File: config.mk
export PLATFORM = sky130hd
export DESIGN_NAME = timer_cfg_loader
export DESIGN_NICKNAME = d
export VERILOG_FILES = /design/src/rtl/timer_cfg_pkg.sv /design/src/rtl/timer_cfg_loader_tick_prescaler.sv /design/src/rtl/timer_cfg_loader.sv
export SDC_FILE = /design/constraint.sdc
export NUM_CORES = 1
export LEC_CHECK = 0
export ABC_CLOCK_PERIOD_IN_PS = 1770
export CAP_MARGIN = 10
export CORE_ASPECT_RATIO = 1.25
export CORE_MARGIN = 2
export CORE_UTILIZATION = 50
export DETAILED_ROUTE_END_ITERATION = 7
export PLACE_DENSITY = 0.72
export RECOVER_POWER = 100
export SLEW_MARGIN = 20
export SYNTH_ARGS = -nofsm -noshare
export SYNTH_HDL_FRONTEND = slang
export SYNTH_SLANG_ARGS = --single-unit
File: constraint.sdc
create_clock -name clk -period 1.77 [get_ports clk]
set_input_delay 0.531 -clock clk [delete_from_list [all_inputs] [get_ports clk]]
set_output_delay 0.531 -clock clk [all_outputs]
set_load 0.01 [all_outputs]
File: src/rtl/timer_cfg_pkg.sv
// Shared definitions for the timer configuration loader: field widths,
// write-select encodings, loader FSM states and the field-update helper.
package timer_cfg_pkg;

    localparam int FIELD_W = 6;
    localparam int CFG_W   = 3 * FIELD_W;

    localparam logic [1:0] SEL_RED    = 2'b00;
    localparam logic [1:0] SEL_YELLOW = 2'b01;
    localparam logic [1:0] SEL_GREEN  = 2'b10;
    localparam logic [1:0] SEL_RSVD   = 2'b11;

    typedef enum logic [1:0] {
        IDLE    = 2'b00,
        STAGED  = 2'b01,
        PENDING = 2'b10
    } state_e;

    // The word is packed {RED, YELLOW, GREEN}, with red in the top field.
    function automatic logic [CFG_W-1:0] write_field(
        input logic [CFG_W-1:0]   cfg,
        input logic [1:0]         sel,
        input logic [FIELD_W-1:0] data
    );
        logic [CFG_W-1:0] result;
        result = cfg;
        case (sel)
            SEL_RED:    result[3*FIELD_W-1:2*FIELD_W] = data;
            SEL_YELLOW: result[2*FIELD_W-1:FIELD_W]   = data;
            SEL_GREEN:  result[FIELD_W-1:0]           = data;
            default:    result = cfg;
        endcase
        return result;
    endfunction

endpackage

File: src/rtl/timer_cfg_loader_tick_prescaler.sv
// Free-running 0..TICK_DIV-1 prescaler; tick is high combinationally during
// the cycle in which the count wraps. pause freezes the count and the tick.
module tick_prescaler #(
    parameter int TICK_DIV = 50000000
) (
    input  logic clk,
    input  logic reset,
    input  logic pause,
    output logic tick
);

    localparam int              CNT_W = $clog2(TICK_DIV);
    localparam logic [CNT_W-1:0] LAST = CNT_W'(TICK_DIV - 1);

    logic [CNT_W-1:0] cnt_q;
    logic [CNT_W-1:0] cnt_d;

    always_comb begin
        cnt_d = cnt_q;
        tick  = 1'b0;
        if (!pause) begin
            if (cnt_q == LAST) begin
                cnt_d = '0;
                tick  = 1'b1;
            end else begin
                cnt_d = cnt_q + CNT_W'(1);
            end
        end
    end

    always_ff @(posedge clk or negedge reset) begin
        if (!reset) begin
            cnt_q <= '0;
        end else begin
            cnt_q <= cnt_d;
        end
    end

endmodule

File: src/rtl/timer_cfg_loader.sv
// Shadow/active duration register for the traffic light FSM plus its tick
// strobe. Optional readback ports are enabled by TIMER_CFG_READBACK_EN.
module timer_cfg_loader
    import timer_cfg_pkg::*;
#(
    parameter int TICK_DIV       = 50000000,
    parameter int DEFAULT_RED    = 30,
    parameter int DEFAULT_YELLOW = 5,
    parameter int DEFAULT_GREEN  = 25
) (
    input  logic               clk,
    input  logic               reset,
    input  logic               wr_valid,
    output logic               wr_ready,
    input  logic [1:0]         wr_sel,
    input  logic [FIELD_W-1:0] wr_data,
    input  logic               commit,
    input  logic               pause,
`ifdef TIMER_CFG_READBACK_EN
    output logic [CFG_W-1:0]   shadow_config,
    output logic               cfg_pending,
`endif
    output logic [CFG_W-1:0]   timer_config,
    output logic               enable,
    output logic               wr_error,
    output logic               cfg_updated
);

    localparam logic [CFG_W-1:0] DEFAULT_CFG = {FIELD_W'(DEFAULT_RED),
                                                FIELD_W'(DEFAULT_YELLOW),
                                                FIELD_W'(DEFAULT_GREEN)};

    state_e           state_q, state_d;
    logic [CFG_W-1:0] shadow_q, shadow_d;
    logic [CFG_W-1:0] active_q, active_d;
    logic             enable_q;
    logic             wr_error_q;
    logic             cfg_updated_q;

    logic tick;
    logic wr_accept;
    logic wr_good;
    logic wr_bad;
    logic apply;

    tick_prescaler #(
        .TICK_DIV(TICK_DIV)
    ) u_prescaler (
        .clk  (clk),
        .reset(reset),
        .pause(pause),
        .tick (tick)
    );

    assign wr_ready = (state_q != PENDING);

    // A write accepted in the same cycle as commit is folded into the commit.
    always_comb begin
        wr_accept = wr_valid && wr_ready;
        wr_good   = wr_accept && (wr_sel != SEL_RSVD) && (wr_data != '0);
        wr_bad    = wr_accept && !wr_good;
        apply     = (state_q == PENDING) && tick;
        shadow_d  = wr_good ? write_field(shadow_q, wr_sel, wr_data) : shadow_q;
        active_d  = apply ? shadow_q : active_q;
        state_d   = state_q;
        unique case (state_q)
            IDLE: begin
                if (wr_good) begin
                    state_d = commit ? PENDING : STAGED;
                end
            end
            STAGED: begin
                if (commit) begin
                    state_d = PENDING;
                end
            end
            PENDING: begin
                if (tick) begin
                    state_d = IDLE;
                end
            end
            default: state_d = IDLE;
        endcase
    end

    always_ff @(posedge clk or negedge reset) begin
        if (!reset) begin
            state_q       <= IDLE;
            shadow_q      <= DEFAULT_CFG;
            active_q      <= DEFAULT_CFG;
            enable_q      <= 1'b0;
            wr_error_q    <= 1'b0;
            cfg_updated_q <= 1'b0;
        end else begin
            state_q       <= state_d;
            shadow_q      <= shadow_d;
            active_q      <= active_d;
            enable_q      <= tick;
            wr_error_q    <= wr_bad;
            cfg_updated_q <= apply;
        end
    end

    assign timer_config = active_q;
    assign enable       = enable_q;
    assign wr_error     = wr_error_q;
    assign cfg_updated  = cfg_updated_q;

`ifdef TIMER_CFG_READBACK_EN
    assign shadow_config = shadow_q;
    assign cfg_pending   = (state_q == PENDING);
`endif

endmodule

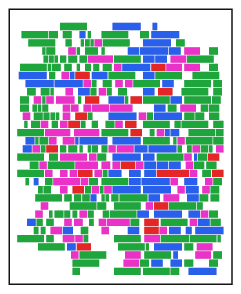
**Above:** run 1 (cells by drive strength).
Scale: 3 px per um.
| size | colour | cells | share | most used |
|---|---|---|---|---|
| _3 and _4 cells | magenta | 85 | 24% | buf_4 |
| _2 cells | blue | 69 | 19% | mux2_2 |
| _6 and larger | red | 20 | 5.6% | clkbuf_8 |
| _0 and _1 cells | green | 185 | 52% | dfrtp_1 |

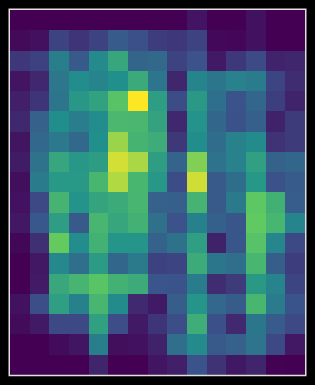
**Above:** run 1 (signal metal coverage by tile).
Scale: 4 px per um. 15 x 18 tiles, from dark purple (low) to yellow (high), scaled to the fullest tile. Values are wire area over tile area, all layers added.
mean over tiles: 0.19
fullest tile: 0.58
tiles over half the peak: 24%
densest ninth of the die: centre
nearly empty tiles: 11%
emptiest ninth of the die: north-east

==> results.yml, run 1 <==
# synthesis and place-and-route metrics
clock_tree:
  tritoncts: "done"
  cts_root_buf: "clkbuf_8"
  cts_sinks: 67
  cts_buffer_depth: 2
  holdBufCountCts: 0
  clk_latency_ps: 340
  clk_pin_slew_ps: 80
  cts_buffers: 9
  cts.htree.levels: 3
final_timing:
  clock_skew_ps: 5.67
  worst_slack_ps: -71.0
  rsz0062_at_grt: "true"
  final-max-slew-violation-count: 0
  hold_viol_final: 0
  slew_headroom: 0.303
  tightest_slew_ps: 1050
  min_period_ps: 1840
  clock.fmax_ghz: 0.543
  setup_viol: 44
  fin_crit_sh: 1.04
  fin_setup_tns_ps: -1860
pwr:
  peakVddDrop_uv: 701
  power_leakage_nw: 2.00
  pwr-share-clk: 0.316
  powerDensity_nw_per_um2: 937
  swShare: 0.270
  p_int_w: 0.00298
  power.share.sequential: 0.514
  switchingPower_w: 0.00111
  comb_power_share: 0.171
yosys:
  postSynthSeqShare: 0.559
  yosysUniqueCellTypes: 46
  flop_cell: "dfrtp_1"
  yosys_warnings: 0
  ys_cells: 242
  ys_sh_aoi: 0.0481
  yosys-top-cells-count: "dfrtp_1 (49), mux2_2 (36), dfstp_2 (18)"
  xor_area_frac: 0.0461
  ys_sh_simple: 0.186
  edf_count: 0
  ys_ff: 67
  avgSynthCellArea_sq_um: 12.6
  syn-num-nets: 256
  yosys-top-cells-area: "dfrtp_1 (40%), dfstp_2 (16%), mux2_2 (13%)"
  ys_area_sq_um: 3040
  yosysMostFrequentCell: "dfrtp_1"
  ys_top_logic_family: "simple AND/OR/NAND/NOR gates"
  mux_share: 0.133
  synth_area_sq_um: 3040
  top_area_frac: 0.403
  synthCells: 242
  ys_sh_adder: 0.00412
worst_setup_path:
  crit_fanout: 6
  ff2ff_setup_slack_ps: -60
  crit_required_ps: 2000
  startpoint_type: "input pin"
  crit_type: "input pin to register"
  worstPathCellList: "dlygate4sd2_1 -> nor4_1 -> a211oi_2 -> buf_4 -> nand3b_1 -> buf_4 -> mux2_2"
  crit_path_end_kind: "register"
  crit_top_cell: "buf_4"
  critPathArrivalTime_ps: 2070
  max_stage_delay_ps: 410
  crit_slowest_cell: "nor4_1"
route:
  wl_um: 7880
  num_vias: 2420
  drt_iter0_drc: 116
  drc: 0
  wl_per_cell_um: 18.5
  postRouteAntennaNets: 0
  dr.pass1.iters: 4
floorplan:
  die_area_sq_um: 6720
  fp_util: 0.523
  ios: 35
  std_cell_rows: 31
  coreArea_sq_um: 5820
  die_h_um: 91.2
grt:
  antenna_found_initial: 0
  grt_pass1_vias: 2537
  grt_overflow: 0
  grt_pass1_wl_um: 12600
  grt_max_degree: 24
  grt_usage: 0.251
run_status:
  violations: "negative setup slack"
  status: "finished with violations"
run:
  warnings: 29
  cap_violations: 0
final_layout:
  lay_top_cells: "buf_4 (57), dfrtp_1 (44), mux2_2 (25), dlygate4sd2_1 (24), dfstp_2 (16)"
  diodes: 0
  num-nets-final: 368
  drive_gt1_frac: 0.485
  area_growth_pct: 43.6
  lay_top_count: "buf_4"
placed_design:
  io_buffer_count: 34
  dp_hpwl_um: 5270
  place.gp.congestion: 0.855
hold_path:
  min_path_type: "input pin to async pin"
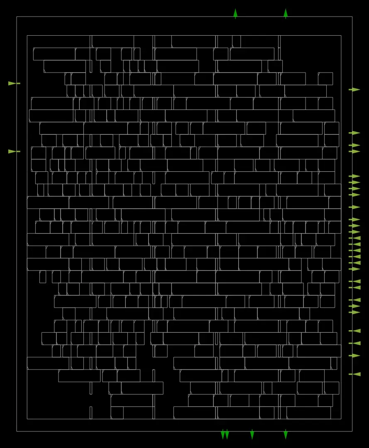
**Above:** run 1 (placement view).
Seq Cell Count: 67
sequential cell area share: 0.391
post-route core utilization: 0.751
non-filler instance count after layout: 425
n_taps: 66

[run 1: kinds of logic after synthesis]
logic type / count (synthesis)
AND-OR/OR-AND: 23
AND/OR/NAND/NOR: 84
flip-flops: 67
buffers and inverters: 15
XOR/XNOR: 16
adder cells (fa/ha/maj): 1
multiplexers: 36
[run 1: layer usage]
metal / GRT usage / vias up / wire (um)
li1: - / 1121 / -
met1: 0.289 / 1210 / 3160
met2: 0.435 / 65 / 4150
met3: 0.0455 / 24 / 269
met4: 0.120 / 0 / 297
met5: 0 / - / 0
[run 1: worst max-delay path: cells and delay by family]
kind,cells,cell delay (ps)
AND-OR/OR-AND,1,140
multiplexers,1,340
buffers and inverters,3,570
AND/OR/NAND/NOR,2,490
[run 1: path summary, 6_finish.rpt]
path / to / cells after the start / from
min reg2reg: timer_config[10] / 1 / timer_config[10]
max: shadow_q[1] / 7 / wr_data[1]
min: shadow_q[11] / 1 / reset
min in group clk: timer_config[10] / 1 / timer_config[10]
max in group asynchronous: u_prescaler.cnt_q[7] / 2 / reset
max reg2reg: timer_config[11] / 5 / u_prescaler.cnt_q[7]
[run 1: state kept, by name, indices dropped and copies added, names as in the netlist]
| name | flops |
|---|---|
| shadow_q | 18 |
| state_q | 2 |
| cfg_updated | 1 |
| timer_config | 18 |
| u_prescaler.cnt_q | 26 |
| enable | 1 |
| wr_error | 1 |
[run 1: power by group through the flow]
stage	clock, W	sequential, W	combinational (W)
2_1_floorplan	0	0.00203	0.000394
3_3_place_gp	0	0.00210	0.000663
3_5_place_dp	0	0.00212	0.000685
4_1_cts	0.00132	0.00209	0.000722
5_1_grt	0.00138	0.00213	0.000759
6_report	0.00129	0.00210	0.000699
[run 1: through the flow]
| step | worst slack, ps | std cells | area [sq um] | hold WS, ps | total power (W) |
|---|---|---|---|---|---|
| 2_1_floorplan | -121 | 242 | 3090 | 235 | 0.00243 |
| 3_3_place_gp | -574 | 399 | 3960 | 485 | 0.00276 |
| 3_5_place_dp | -600 | 399 | 3960 | 495 | 0.00280 |
| 4_1_cts | -69.4 | 424 | 4360 | 154 | 0.00413 |
| 5_1_grt | -142 | 425 | 4370 | 448 | 0.00427 |
| 6_report | -71.0 | 425 | 4370 | 355 | 0.00409 |
[run 1: final cells by class]
| cell class | count | area [sq um] |
|---|---|---|
| sequential | 67 | 1710 |
| multi-input combinational | 161 | 1490 |
| fill | 398 | 1450 |
| timing repair buffer | 107 | 857 |
| clock buffer | 10 | 138 |
| tap | 66 | 82.6 |
| clock inverter | 6 | 65.1 |
| inverter | 8 | 30.0 |
[run 1: timing repair]
item                                    in CTS  in global routing
resized                                     65                 20
pin swaps                                   16                 17
cloned                                       2                  0
endpoints found under the setup margin      73                 51
buffers inserted                             7                  2
==> run 1 -> run 2 <==
--- a/config.mk
+++ b/config.mk
@@ -5,13 +5,14 @@
 export SDC_FILE = /design/constraint.sdc
 export NUM_CORES = 1
 export LEC_CHECK = 0
-export ABC_CLOCK_PERIOD_IN_PS = 1770
+export ABC_AREA = 1
+export ABC_CLOCK_PERIOD_IN_PS = 2000
 export CAP_MARGIN = 10
 export CORE_ASPECT_RATIO = 1.25
 export CORE_MARGIN = 2
 export CORE_UTILIZATION = 50
 export DETAILED_ROUTE_END_ITERATION = 7
-export PLACE_DENSITY = 0.72
+export PLACE_DENSITY = 0.69
 export RECOVER_POWER = 100
 export SLEW_MARGIN = 20
 export SYNTH_ARGS = -nofsm -noshare
==> constraint.sdc (replaced) <==
create_clock -name clk -period 2 [get_ports clk]
set_input_delay 0.6 -clock clk [delete_from_list [all_inputs] [get_ports clk]]
set_output_delay 0.6 -clock clk [all_outputs]
set_load 0.01 [all_outputs]
==> run 2 against run 1 <==
- highest routed layer unchanged
- non-clock buffer count down 51
- wire length down 3.6%
- worst setup slack better by 150 ps
- final area down 8.7%
- total power down 14%
- first-iteration DRC count up 61%
- largest power group unchanged
- the flow now finishes without violations
- critical path type is now register to output pin
- hold slack better by 100 ps
- sequential share of layout area up 3.6 points
- clock power down 22%
- die size up 8.3%
- combinational power down 8.2%
- sequential cell count unchanged
==> results.yml, run 2 <==
# synthesis and place-and-route metrics
worst_setup_path:
  reg2reg_from: "u_prescaler.cnt_q[0]"
  crit_path_end_kind: "output pin"
  worstPathCellList: "dlygate4sd3_1"
  crit_slowest_cell: "dlygate4sd3_1"
  crit_type: "register to output pin"
  r2r_end: "timer_config[1]"
  max_stage_delay_ps: 600
  ff2ff_setup_slack_ps: 200
  worst-path-buf-inv: 1
  critPathArrivalTime_ps: 1320
  startpoint_type: "register"
  crit_family: "buffers and inverters"
  crit_required_ps: 1400
  reg2reg_depth: 10
  crit_fanout: 2
yosys:
  yosys_warnings: 0
  ys_cells: 427
  yosysTopAreaCell: "dfrtp_1"
  async_reset_ff_frac: 1.00
  yosysMostFrequentCell: "nand2_1"
  ys_ff: 67
  yosys-top-cells-area: "dfrtp_1 (37%), nand2_1 (15%), dfstp_2 (14%)"
  avgSynthCellArea_sq_um: 7.74
  yosysUniqueCellTypes: 30
  syn-num-nets: 441
  edf_count: 0
  synthCells: 427
  top_area_frac: 0.371
  flop_cell: "dfrtp_1"
  postSynthSeqShare: 0.514
  synth_area_sq_um: 3310
  ys_area_sq_um: 3310
  yosys-top-cells-count: "nand2_1 (132), nor2_1 (58), dfrtp_1 (49)"
final_timing:
  tightest_slew_ps: 1430
  clock_skew_ps: 10.9
  min_period_ps: 1920
  fin_crit_sh: 0.961
  fin_setup_tns_ps: 0
  final-max-slew-violation-count: 0
  hold_viol_final: 0
  setup_viol: 0
  rsz0062_at_grt: "false"
  clock.fmax_ghz: 0.520
  slew_headroom: 0.0464
hold_path:
  min_from: "state_q[1]"
  min_to: "state_q[0]"
  hold-path-cell-count: 1
  min_path_type: "register to register"
clock_tree:
  cts.htree.levels: 3
  cts_buffer_depth: 2
  cts_sinks: 67
  clk_pin_slew_ps: 80
  cts_setup_buffers: 0
  tritoncts: "done"
  cts_root_buf: "clkbuf_8"
  cts_buffers: 9
  clk_latency_ps: 350
grt:
  antenna_found_initial: 0
  grt_pass1_wl_um: 13000
  grt_pass1_vias: 2930
  grt_usage: 0.227
  grt_overflow: 0
  grt_max_degree: 68
final_layout:
  fillers: 613
  num-nets-final: 497
  final_util: 0.615
  largest_reg_flops: 26
  fin_area_sq_um: 3990
  lay_top_count: "nand2_1"
  diodes: 0
  area_growth_pct: 20.6
  largest-register: "u_prescaler.cnt_q"
  lay_top_cells: "nand2_1 (132), nor2_1 (63), dfrtp_1 (49), inv_1 (42), nand4_1 (28)"
  drive_gt1_frac: 0.141
route:
  wl_um: 7590
  num_vias: 2916
  drt_iter0_drc: 187
  postRouteAntennaNets: 0
  wl_per_cell_um: 13.2
  vias_per_cell: 5.07
  dr.pass1.iters: 4
  drc: 0
run:
  cap_violations: 0
  warnings: 26
pwr:
  peakVddDrop_uv: 763
  powerDensity_nw_per_um2: 881
  switchingPower_w: 0.00112
  power_leakage_nw: 2.06
  power.share.sequential: 0.530
  pwr-share-clk: 0.287
  swShare: 0.320
  p_int_w: 0.00239
  comb_power_share: 0.183
run_status:
  status: "finished clean"
floorplan:
  die_w_um: 76.7
  die_h_um: 94.9
  ios: 35
  std_cell_rows: 33
  coreArea_sq_um: 6480
  die_area_sq_um: 7280
  fp_util: 0.510
placed_design:
  io_buffer_count: 34
  dp_hpwl_um: 5570
  dpl-instance-area_sq_um: 3870
  place.gp.congestion: 0.911
==> run 2: cell count changes in the layout (fill, tap and decap cells not counted), moves of 10 or more <==
cell / delta
buf_4: -44
clkdlybuf4s50_1: +11
dlygate4sd2_1: -14
inv_1: +36
mux2_2: -25
mux2_4: -11
nand2_1: +123
nand3_1: +17
nand4_1: +20
nor2_1: +56
o21ai_0: +14
xnor2_1: -10
==> run 2: cells by family after synthesis <==
logic type	after synthesis	share of synthesized area
simple gates	264	0.349
fa+ha+maj	1	0.00378
xor+xnor	5	0.0132
flops	67	0.514
compound gates	27	0.0424
buf+inv	63	0.0772
==> run 2: worst max path at each step <==
stage	from	cells after the start	slack, ps	endpoint
floorplan	u_prescaler.cnt_q[0]	11	490	timer_config[10]
global placement	pause	9	-70	u_prescaler.cnt_q[15]
detailed placement	pause	8	-120	u_prescaler.cnt_q[23]
CTS	timer_config[12]	1	120	timer_config[12]
global route	timer_config[1]	1	40	timer_config[1]
finish	timer_config[1]	1	80	timer_config[1]
==> run 2: stage by stage <==
stage	setup slack (ps)	std cells	total power (W)	hold WS (ps)
floorplan	493	427	0.00229	304
global placement	-71.8	559	0.00254	444
detailed placement	-122	559	0.00258	451
CTS	121	575	0.00357	279
global route	37.2	575	0.00371	486
finish	77.6	575	0.00351	456
==> run 2: area by class of cell <==
type,instances,area [sq um],share of cell area
multi-input cells,297,1340,0.336
well taps,87,109,0.0273
clock inverters,6,42.5,0.0107
inverters,52,196,0.0493
repair buffers,56,474,0.119
clock buffers,10,128,0.0320
flip-flops and latches,67,1700,0.426
==> run 2: metal layers <==
metal	up-vias	track usage	wire length, um
met3	14	0.0468	286
li1	1465	-	-
met4	0	0.0970	170
met2	71	0.423	4050
met5	-	0	0
met1	1366	0.249	3080
==> run 2: timing repair <==
action | 4_1_cts | 5_1_grt
endpoints found under the setup margin | 10 | 0
gates resized | 10 | 0
hold buffers | 0 | 0
==> run 2: power groups by stage <==
| stage | logic [W] | clock network [W] | registers [W] |
|---|---|---|---|
| global route | 0.000742 | 0.00108 | 0.00190 |
| floorplan | 0.000462 | 0 | 0.00183 |
| CTS | 0.000690 | 0.00102 | 0.00186 |
| detailed placement | 0.000695 | 0 | 0.00188 |
| finish | 0.000642 | 0.00101 | 0.00186 |
| global placement | 0.000669 | 0 | 0.00187 |
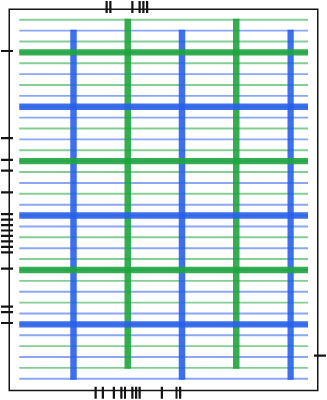
**Above:** run 2 (PDN straps and rails).
Scale: 4 px per um. Pins as bars on the die edge.
| net | colour |
|---|---|
| VDD | green |
| VSS | blue |
met1 rails: 34
met5 straps: 6
rows: 33
signal pins: 35
met4 straps: 5

==> run 2 -> run 3 <==
--- a/config.mk
+++ b/config.mk
@@ -12,8 +12,9 @@
 export CORE_MARGIN = 2
 export CORE_UTILIZATION = 50
 export DETAILED_ROUTE_END_ITERATION = 7
-export PLACE_DENSITY = 0.69
+export PLACE_DENSITY = 0.79
 export RECOVER_POWER = 100
+export REMOVE_ABC_BUFFERS = 1
 export SLEW_MARGIN = 20
 export SYNTH_ARGS = -nofsm -noshare
 export SYNTH_HDL_FRONTEND = slang
==> run 3 against run 2 <==
- combinational power is 0.6% higher
- sequential power hardly changed
- synthesized area unchanged
- highest routed layer unchanged
- utilization is essentially flat
==> results.yml, run 3 <==
# synthesis and place-and-route metrics
worst_setup_path:
  crit_path_end_kind: "output pin"
  crit_slowest_cell: "dlygate4sd3_1"
  crit_type: "register to output pin"
  critPathArrivalTime_ps: 1340
  crit_required_ps: 1400
  worst-path-buf-inv: 1
  max_stage_delay_ps: 610
  startpoint_type: "register"
  crit_fanout: 2
  crit_family: "buffers and inverters"
final_timing:
  worst_hold_slack_ps: 463
  tightest_slew_ps: 1430
  min_period_ps: 1940
  final-max-slew-violation-count: 0
  hold_viol_final: 0
  fin_setup_tns_ps: 0
  fin_crit_sh: 0.971
  rsz0062_at_grt: "false"
  clock_skew_ps: 9.77
  setup_viol: 0
  slew_headroom: 0.0444
grt:
  grt_overflow: 0
  grt_pass1_vias: 2880
  grt_usage: 0.228
  grt_pass1_wl_um: 13100
  antenna_found_initial: 0
floorplan:
  ios: 35
  die_h_um: 94.9
  std_cell_rows: 33
  die_area_sq_um: 7280
  fp_util: 0.510
clock_tree:
  cts_setup_buffers: 0
  holdBufCountCts: 0
  tritoncts: "done"
  cts_resized: 10
  cts.htree.levels: 3
  cts_sinks: 67
  cts_root_buf: "clkbuf_8"
  cts_buffers: 9
  clk_pin_slew_ps: 80
yosys:
  mux_share: 0
  yosysMostFrequentCell: "nand2_1"
  xor_area_frac: 0.0132
  ys_sh_adder: 0.00379
  edf_count: 0
  synthCells: 427
  ys_top_logic_family: "simple AND/OR/NAND/NOR gates"
  async_reset_ff_frac: 1.00
  avgSynthCellArea_sq_um: 7.74
  ys_cells: 427
  yosys_warnings: 0
  ys_sh_aoi: 0.0424
  synth_area_sq_um: 3310
  ys_sh_simple: 0.349
  ys_ff: 67
  yosys-top-cells-count: "nand2_1 (132), nor2_1 (58), dfrtp_1 (49)"
  ys_area_sq_um: 3310
  top_area_frac: 0.371
  postSynthSeqShare: 0.514
  flop_cell: "dfrtp_1"
final_layout:
  num-nets-final: 494
  lay_top_cells: "nand2_1 (133), nor2_1 (60), dfrtp_1 (49), inv_1 (43), nand4_1 (28)"
  largest_reg_flops: 26
  drive_gt1_frac: 0.122
  lay_top_count: "nand2_1"
  diodes: 0
route:
  drc: 0
  dr.pass1.iters: 4
  drt_iter0_drc: 158
  postRouteAntennaNets: 0
  vias_per_cell: 5.15
  num_vias: 2947
  wl_um: 7610
placed_design:
  dp_hpwl_um: 5440
  io_buffer_count: 34
  place.gp.congestion: 0.891
  dpl-instance-area_sq_um: 3870
pwr:
  power_leakage_nw: 2.07
  peakVddDrop_uv: 624
hold_path:
  min_path_type: "register to register"
run:
  cap_violations: 0
run_status:
  status: "finished clean"
-- run 3: netlist changes by cell type in the layout (fill, tap and decap cells not counted), sizes merged, moves of 2 or more --
cell and delta:
clkbuf +2, buf -4, dlygate4sd3 +6, clkdlybuf4s50 -6, clkinv -2
-- run 3: kinds of logic after synthesis --
kind of cell,Yosys count
simple gates,264
flops,67
buf+inv,63
compound gates,27
xor+xnor,5
fa+ha+maj,1
-- run 3: path summary, 6_finish.rpt --
path                                      start               endpoint  slack [ps]  depth (start not counted)
min reg2reg                     timer_config[6]        timer_config[6]         460                          2
max                             timer_config[2]        timer_config[2]          60                          1
max reg2reg                u_prescaler.cnt_q[1]       timer_config[11]         210                         10
min in group asynchronous                 reset   u_prescaler.cnt_q[5]         690                          2
max in group asynchronous                 reset  u_prescaler.cnt_q[19]         430                          2
min                             timer_config[6]        timer_config[6]         460                          2
-- run 3: report_power, final --
part / switching, W / leakage, nW / internal, W
sequential: 0.000185 / 0.783 / 0.00168
clock: 0.000536 / 0.100 / 0.000617
combinational: 0.000399 / 1.19 / 0.000247
-- run 3: layer usage --
metal / track usage / vias to the layer above / wire (um)
met3: 0.0430 / 13 / 271
met4: 0.105 / 0 / 164
met1: 0.270 / 1406 / 3230
met2: 0.404 / 68 / 3940
li1: - / 1460 / -
met5: 0 / - / 0
-- run 3: per-stage QoR --
step	power [W]	setup slack [ps]	instances
after floorplan	0.00227	304	416
after global placement	0.00253	-60.3	556
after detailed placement	0.00258	-88.4	556
after CTS	0.00373	125	572
after global routing	0.00385	25.6	572
final	0.00366	58.9	572
-- run 3: cell type report --
cell class	instances	area (sq um)
clock buffers	11	141
clock inverters	5	60.1
fillers	570	2490
inverters	52	196
multi-input cells	297	1340
flip-flops and latches	67	1700
well taps	87	109
repair buffers	53	439
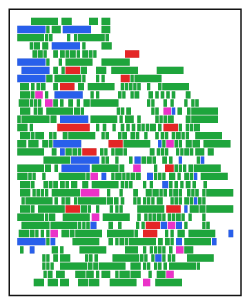
**Above:** run 3 (cells by drive strength).
Scale: 3 px per um.
Final WS setup: 58.9 ps
Layout area overhead: 20.7%
final non-filler cell area: 3990 sq um
Non-clk bufs: 53

Power figures rest on the tool's default switching activity, not on a simulated workload.
